===== src/rtl/imm_encoder_if.sv =====
// Valid/ready bus between the immediate packer, its item source and its word sink.
interface imm_encoder_if #(
  parameter int unsigned ADDR_WIDTH = 32
);
  logic                  in_valid;
  logic                  in_ready;
  logic [2:0]            ImmSrc;
  logic [31:0]           imm;
  logic [31:0]           base;
  logic                  out_valid;
  logic                  out_ready;
  logic [31:0]           instr;
  logic [ADDR_WIDTH-1:0] out_addr;

  // Item source and word sink side
  modport master (
    output in_valid, ImmSrc, imm, base, out_ready,
    input  in_ready, out_valid, instr, out_addr
  );

  // Encoder side
  modport slave (
    input  in_valid, ImmSrc, imm, base, out_ready,
    output in_ready, out_valid, instr, out_addr
  );
endinterface


===== src/rtl/imm_encoder.sv =====
// Packs immediates into RISC-V I/S/B/J/U instruction fields over a two-stage
// valid/ready pipeline; out-of-range items are dropped and counted.
module imm_encoder #(
  parameter int unsigned ADDR_WIDTH    = 32,
  parameter int unsigned ERR_CNT_WIDTH = 8
) (
  input  logic                     clk,
  input  logic                     rst,
  input  logic                     clr,
  imm_encoder_if.slave             bus,
  output logic                     err_sticky,
  output logic [ERR_CNT_WIDTH-1:0] err_cnt
);

  localparam int unsigned XLEN = 32;

  localparam logic [2:0] FMT_I = 3'd0;
  localparam logic [2:0] FMT_S = 3'd1;
  localparam logic [2:0] FMT_B = 3'd2;
  localparam logic [2:0] FMT_J = 3'd3;
  localparam logic [2:0] FMT_U = 3'd4;

  typedef struct packed {
    logic [2:0]      src;
    logic [XLEN-1:0] imm;
    logic [XLEN-1:0] base;
    logic            legal;
  } s1_t;

  // True when imm is representable in the format's immediate field
  function automatic logic imm_legal(input logic [2:0] src, input logic [XLEN-1:0] v);
    logic ok;
    ok = 1'b0;
    case (src)
      FMT_I, FMT_S: ok = (&v[31:11]) | ~(|v[31:11]);
      FMT_B:        ok = ((&v[31:12]) | ~(|v[31:12])) & ~v[0];
      FMT_J:        ok = ((&v[31:20]) | ~(|v[31:20])) & ~v[0];
      FMT_U:        ok = ~(|v[11:0]);
      default:      ok = 1'b0;
    endcase
    return ok;
  endfunction

  // Overlay the immediate fields onto the template word
  function automatic logic [XLEN-1:0] imm_pack(input logic [2:0] src,
                                               input logic [XLEN-1:0] v,
                                               input logic [XLEN-1:0] b);
    logic [XLEN-1:0] r;
    r = b;
    case (src)
      FMT_I: r[31:20] = v[11:0];
      FMT_S: begin
        r[31:25] = v[11:5];
        r[11:7]  = v[4:0];
      end
      FMT_B: begin
        r[31]    = v[12];
        r[30:25] = v[10:5];
        r[11:8]  = v[4:1];
        r[7]     = v[11];
      end
      FMT_J: begin
        r[31]    = v[20];
        r[30:21] = v[10:1];
        r[20]    = v[11];
        r[19:12] = v[19:12];
      end
      FMT_U:   r[31:12] = v[31:12];
      default: r = b;
    endcase
    return r;
  endfunction

  s1_t                   s1_q;
  logic                  s1_valid;
  logic                  out_valid_q;
  logic [XLEN-1:0]       instr_q;
  logic [ADDR_WIDTH-1:0] addr_q;

  logic s2_free;
  logic s1_adv;
  logic in_accept;
  logic out_hs;

  // Handshake qualifiers; in_ready is combinational with no skid buffer
  assign s2_free   = !out_valid_q || bus.out_ready;
  assign s1_adv    = s1_valid && s2_free;
  assign in_accept = bus.in_valid && bus.in_ready;
  assign out_hs    = out_valid_q && bus.out_ready;

  assign bus.in_ready  = !s1_valid || s2_free;
  assign bus.out_valid = out_valid_q;
  assign bus.instr     = instr_q;
  assign bus.out_addr  = addr_q;

  // Stage 1: capture item and its legality
  always_ff @(posedge clk or negedge rst) begin
    if (!rst) begin
      s1_valid <= 1'b0;
      s1_q     <= '0;
    end else if (in_accept) begin
      s1_valid <= 1'b1;
      s1_q     <= '{src:   bus.ImmSrc,
                    imm:   bus.imm,
                    base:  bus.base,
                    legal: imm_legal(bus.ImmSrc, bus.imm)};
    end else if (s1_adv) begin
      s1_valid <= 1'b0;
    end
  end

  // Stage 2: pack legal items and hold them until the sink takes them
  always_ff @(posedge clk or negedge rst) begin
    if (!rst) begin
      out_valid_q <= 1'b0;
      instr_q     <= '0;
    end else if (s1_adv) begin
      out_valid_q <= s1_q.legal;
      if (s1_q.legal) begin
        instr_q <= imm_pack(s1_q.src, s1_q.imm, s1_q.base);
      end
    end else if (out_hs) begin
      out_valid_q <= 1'b0;
    end
  end

  // Word address of the presented word; clr overrides the increment
  always_ff @(posedge clk or negedge rst) begin
    if (!rst) begin
      addr_q <= '0;
    end else if (clr) begin
      addr_q <= '0;
    end else if (out_hs) begin
      addr_q <= addr_q + ADDR_WIDTH'(4);
    end
  end

  // Error flag and saturating count of dropped items; clr overrides counting
  always_ff @(posedge clk or negedge rst) begin
    if (!rst) begin
      err_sticky <= 1'b0;
      err_cnt    <= '0;
    end else if (clr) begin
      err_sticky <= 1'b0;
      err_cnt    <= '0;
    end else if (s1_adv && !s1_q.legal) begin
      err_sticky <= 1'b1;
      if (err_cnt != {ERR_CNT_WIDTH{1'b1}}) begin
        err_cnt <= err_cnt + ERR_CNT_WIDTH'(1);
      end
    end
  end

endmodule


===== src/flat_wrapper.sv =====
// flat-port wrapper written by rule: the top's interface ports become plain ports
module imm_encoder_flat 
#(
  parameter int unsigned ADDR_WIDTH    = 32,
  parameter int unsigned ERR_CNT_WIDTH = 8
)
  (clk, rst, clr, err_sticky, err_cnt, bus_in_valid, bus_ImmSrc, bus_imm, bus_base, bus_out_ready, bus_in_ready, bus_out_valid, bus_instr, bus_out_addr);
  imm_encoder_if #(.ADDR_WIDTH(ADDR_WIDTH)) bus_i ();
  input  logic clk;
  input  logic rst;
  input  logic clr;
  output logic err_sticky;
  output logic [ERR_CNT_WIDTH-1:0] err_cnt;
  input wire logic [$bits(bus_i.in_valid)-1:0] bus_in_valid;
  input wire logic [$bits(bus_i.ImmSrc)-1:0] bus_ImmSrc;
  input wire logic [$bits(bus_i.imm)-1:0] bus_imm;
  input wire logic [$bits(bus_i.base)-1:0] bus_base;
  input wire logic [$bits(bus_i.out_ready)-1:0] bus_out_ready;
  output wire logic [$bits(bus_i.in_ready)-1:0] bus_in_ready;
  output wire logic [$bits(bus_i.out_valid)-1:0] bus_out_valid;
  output wire logic [$bits(bus_i.instr)-1:0] bus_instr;
  output wire logic [$bits(bus_i.out_addr)-1:0] bus_out_addr;
  assign bus_i.in_valid = bus_in_valid;
  assign bus_i.ImmSrc = bus_ImmSrc;
  assign bus_i.imm = bus_imm;
  assign bus_i.base = bus_base;
  assign bus_i.out_ready = bus_out_ready;
  assign bus_in_ready = bus_i.in_ready;
  assign bus_out_valid = bus_i.out_valid;
  assign bus_instr = bus_i.instr;
  assign bus_out_addr = bus_i.out_addr;
  imm_encoder #(.ADDR_WIDTH(ADDR_WIDTH), .ERR_CNT_WIDTH(ERR_CNT_WIDTH)) u_core (.clk(clk), .rst(rst), .clr(clr), .bus(bus_i), .err_sticky(err_sticky), .err_cnt(err_cnt));
endmodule

===== config.mk =====
export PLATFORM = sky130hd
export DESIGN_NAME = imm_encoder_flat
export DESIGN_NICKNAME = d
export VERILOG_FILES = /design/src/rtl/imm_encoder_if.sv /design/src/rtl/imm_encoder.sv /design/src/flat_wrapper.sv
export SDC_FILE = /design/constraint.sdc
export NUM_CORES = 1
export LEC_CHECK = 0
export ABC_CLOCK_PERIOD_IN_PS = 5000
export CORE_AREA = 3 3 118 120
export CTS_CLUSTER_SIZE = 16
export DETAILED_ROUTE_END_ITERATION = 16
export DIE_AREA = 0 0 121 123
export GPL_ROUTABILITY_DRIVEN = 0
export PLACE_DENSITY = 0.87
export SYNTH_ARGS = -nofsm -noshare
export SYNTH_HDL_FRONTEND = slang
export SYNTH_SLANG_ARGS = --single-unit

===== constraint.sdc =====
create_clock -name clk -period 5 [get_ports clk]
set_clock_uncertainty 0.1 [all_clocks]
set_input_delay 0.75 -clock clk [delete_from_list [all_inputs] [get_ports clk]]
set_output_delay 0.75 -clock clk [all_outputs]
set_load 0.05 [all_outputs]

==> impl_metrics.tcl <==
# metrics dict for downstream scripts
set metrics [dict create \
    ios 147 \
    drv_cap 0 \
    drt_iter0_markers 482 \
    synth_top_cell_by_area "dfrtp_1" \
    switchingPower_mw 1.21 \
    seq_power_share_pct 38.9 \
    drt_pass1_iterations 6 \
    min_period_ns 3.24 \
    cts_buffer_depth 2 \
    total_power_mw 3.70 \
    detail-route-antenna-nets 0 \
    worstPathArrival_ns 2.39 \
    outcome "complete, no violations" \
    layout_top_cell "clkdlybuf4s50_1" \
    first_global_vias 5041 \
    syn_to_final_growth_pct 34.3 \
    post_cts_buffers 0 \
    ys_warn_count 0 \
    async_flop_share_pct 100 \
    vias_per_cell 5.61 \
    worstPathRequired_ns 4.15 \
    hold_class "in -> async" \
    logic_family "multiplexers" \
    drc 0 \
]
[routing by layer]
layer / routed length, um / vias to the layer above
met5: 0 / -
met4: 488 / 0
met3: 1170 / 33
met2: 7930 / 237
met1: 6420 / 2461
li1: - / 2298
[synthesized netlist by cell type (all sizes together) (2+ instances only)]
cell type,count
dfrtp,141
mux2,74
nand2,53
nor2,52
o21ai,37
a21oi,23
nand4,21
xor2,20
buf,17
mux2i,15
nand3,15
xnor2,14
nor4,11
clkbuf,10
and3,8
nor3,6
a31oi,5
inv,4
o31ai,3
or4,3
a211oi,2
a21o,2
a22o,2
and4,2
ha,2
nand3b,2
nor2b,2
nor3b,2
o22ai,2
or3,2
[registers in the layout, indices dropped and copies added (netlist names)]
register and count:
u_core.bus.out_addr 30, u_core.bus.instr 32, u_core.bus.out_valid 1, u_core.s1_q 68
u_core.err_cnt 8, u_core.s1_valid 1, u_core.err_sticky 1
[logic make-up after synthesis]
group	after synthesis
flops	141
mux	89
simple gates	186
other cells	1
xor+xnor	34
fa+ha+maj	2
compound gates	82
buf+inv	32
[per-stage QoR]
stage               std cells  hold WS (ns)  utilization, %
floorplan                 568         0.354               -
global placement          865         0.361            60.9
detailed placement        865         0.370            60.9
CTS                       897         0.352            65.6
global route              897         0.383            65.6
finish                    897         0.329            65.6
[final timing paths]
kind | startpoint | end | slack, ns | cells past startpoint
max | bus_out_ready | bus_in_ready | 1.76 | 3
min | rst | u_core.bus.out_addr[14] | 0.33 | 1
max reg2reg | u_core.bus.out_valid | u_core.s1_q[18] | 2.41 | 4
min reg2reg | u_core.bus.instr[15] | u_core.bus.instr[15] | 0.38 | 2
max in group asynchronous | rst | u_core.s1_q[58] | 3.38 | 2
min in group clk | u_core.bus.instr[15] | u_core.bus.instr[15] | 0.38 | 2
[final cells by class]
| type | instances | area, um^2 |
|---|---|---|
| Tap cell | 176 | 220 |
| Clock inverter | 9 | 106 |
| Multi-Input combinational cell | 395 | 2730 |
| Sequential cell | 141 | 3530 |
| Clock buffer | 23 | 508 |
| Inverter | 5 | 18.8 |
| Fill cell | 946 | 4500 |
| Timing Repair Buffer | 148 | 1470 |
[power groups by stage]
stage / Sequential [mW] / Combinational (mW) / Clock (mW)
global route: 1.46 / 1.03 / 1.36
finish: 1.44 / 0.976 / 1.29
floorplan: 1.76 / 0.270 / 0
detailed placement: 1.46 / 0.978 / 0
CTS: 1.44 / 0.985 / 1.31
global placement: 1.44 / 0.955 / 0
[critical path: stages]
cell and delay, ns:
clkdlybuf4s50_1 0.58, nand3b_1 0.20, clkdlybuf4s50_1 0.86
==> images/floorplan.png <==
The bar under the picture is 20 um long. Pins as bars on the die edge.
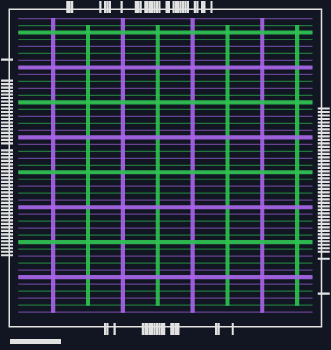
[purple] VSS
[green] VDD
met1 rails: 43
signal pins: 147
CORE AREA: 13,100 um^2
worst vdd ir: 0.371 mV
Die Y: 123 um
Die W: 121 um

==> images/class_map.png <==
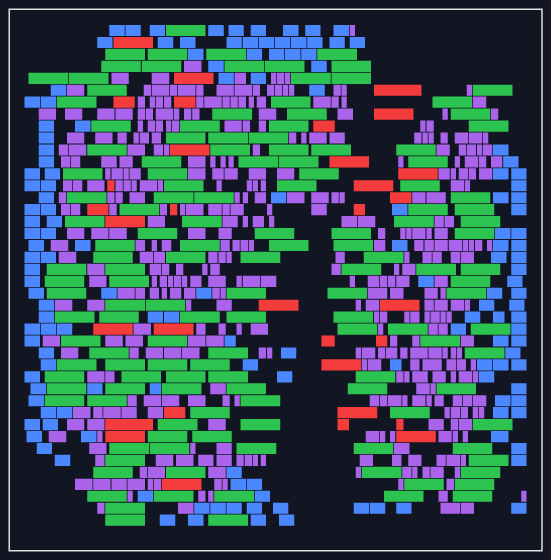
[purple] remaining logic cells | cells: 400 | share of their area: 33%
[blue] remaining buffers and delay cells | cells: 148 | share of their area: 18%
[red] clock drivers and dummy loads | cells: 32 | share of their area: 7.3%
[green] sequential cells | cells: 141 | share of their area: 42%
Final Instance Area: 8580 um^2
fraction of area in registers: 41.1%
FP Rows: 42

==> images/clock_wires.png <==
The bar under the picture is 20 um long.
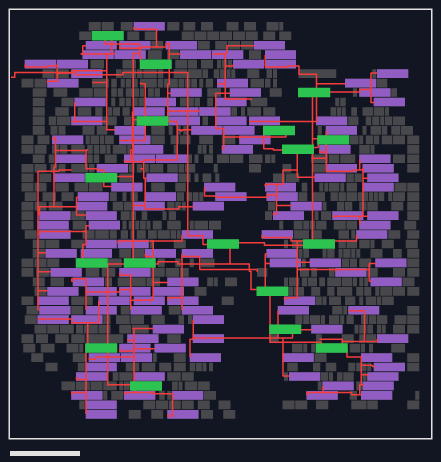
[red] clock wires | length: 1,720 um
[purple] flip-flops | count: 141
[green] clock-net drivers | count: 17
routed clock nets: 18
flops lie: spread over the die
P_clk: 1.29 mW
Clk pwr share: 34.8%

==> images/layers.png <==
The bar under the picture is 20 um long.
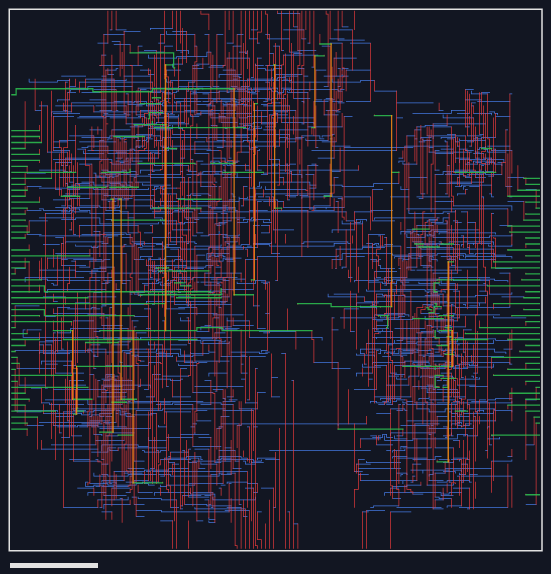
[red] M2 | wire length: 7,930 um
[orange] M4 | wire length: 488 um
[blue] M1 | wire length: 6,420 um
[green] M3 | wire length: 1,170 um
drt total wl: 16.0 mm
GRT Overall Usage: 22.3%
vias after detailed routing: 5,029

==> images/clock_nets.png <==
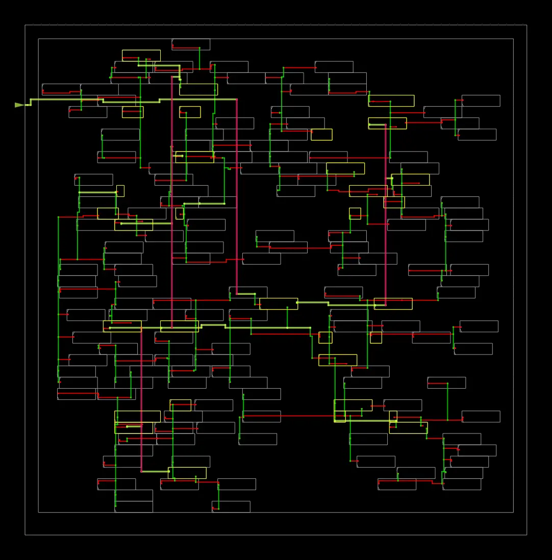
Flop Count: 141
clock buffer count: 23
clk ins delay skew pair: 0.42 ns

Power and IR drop assume default switching activity.
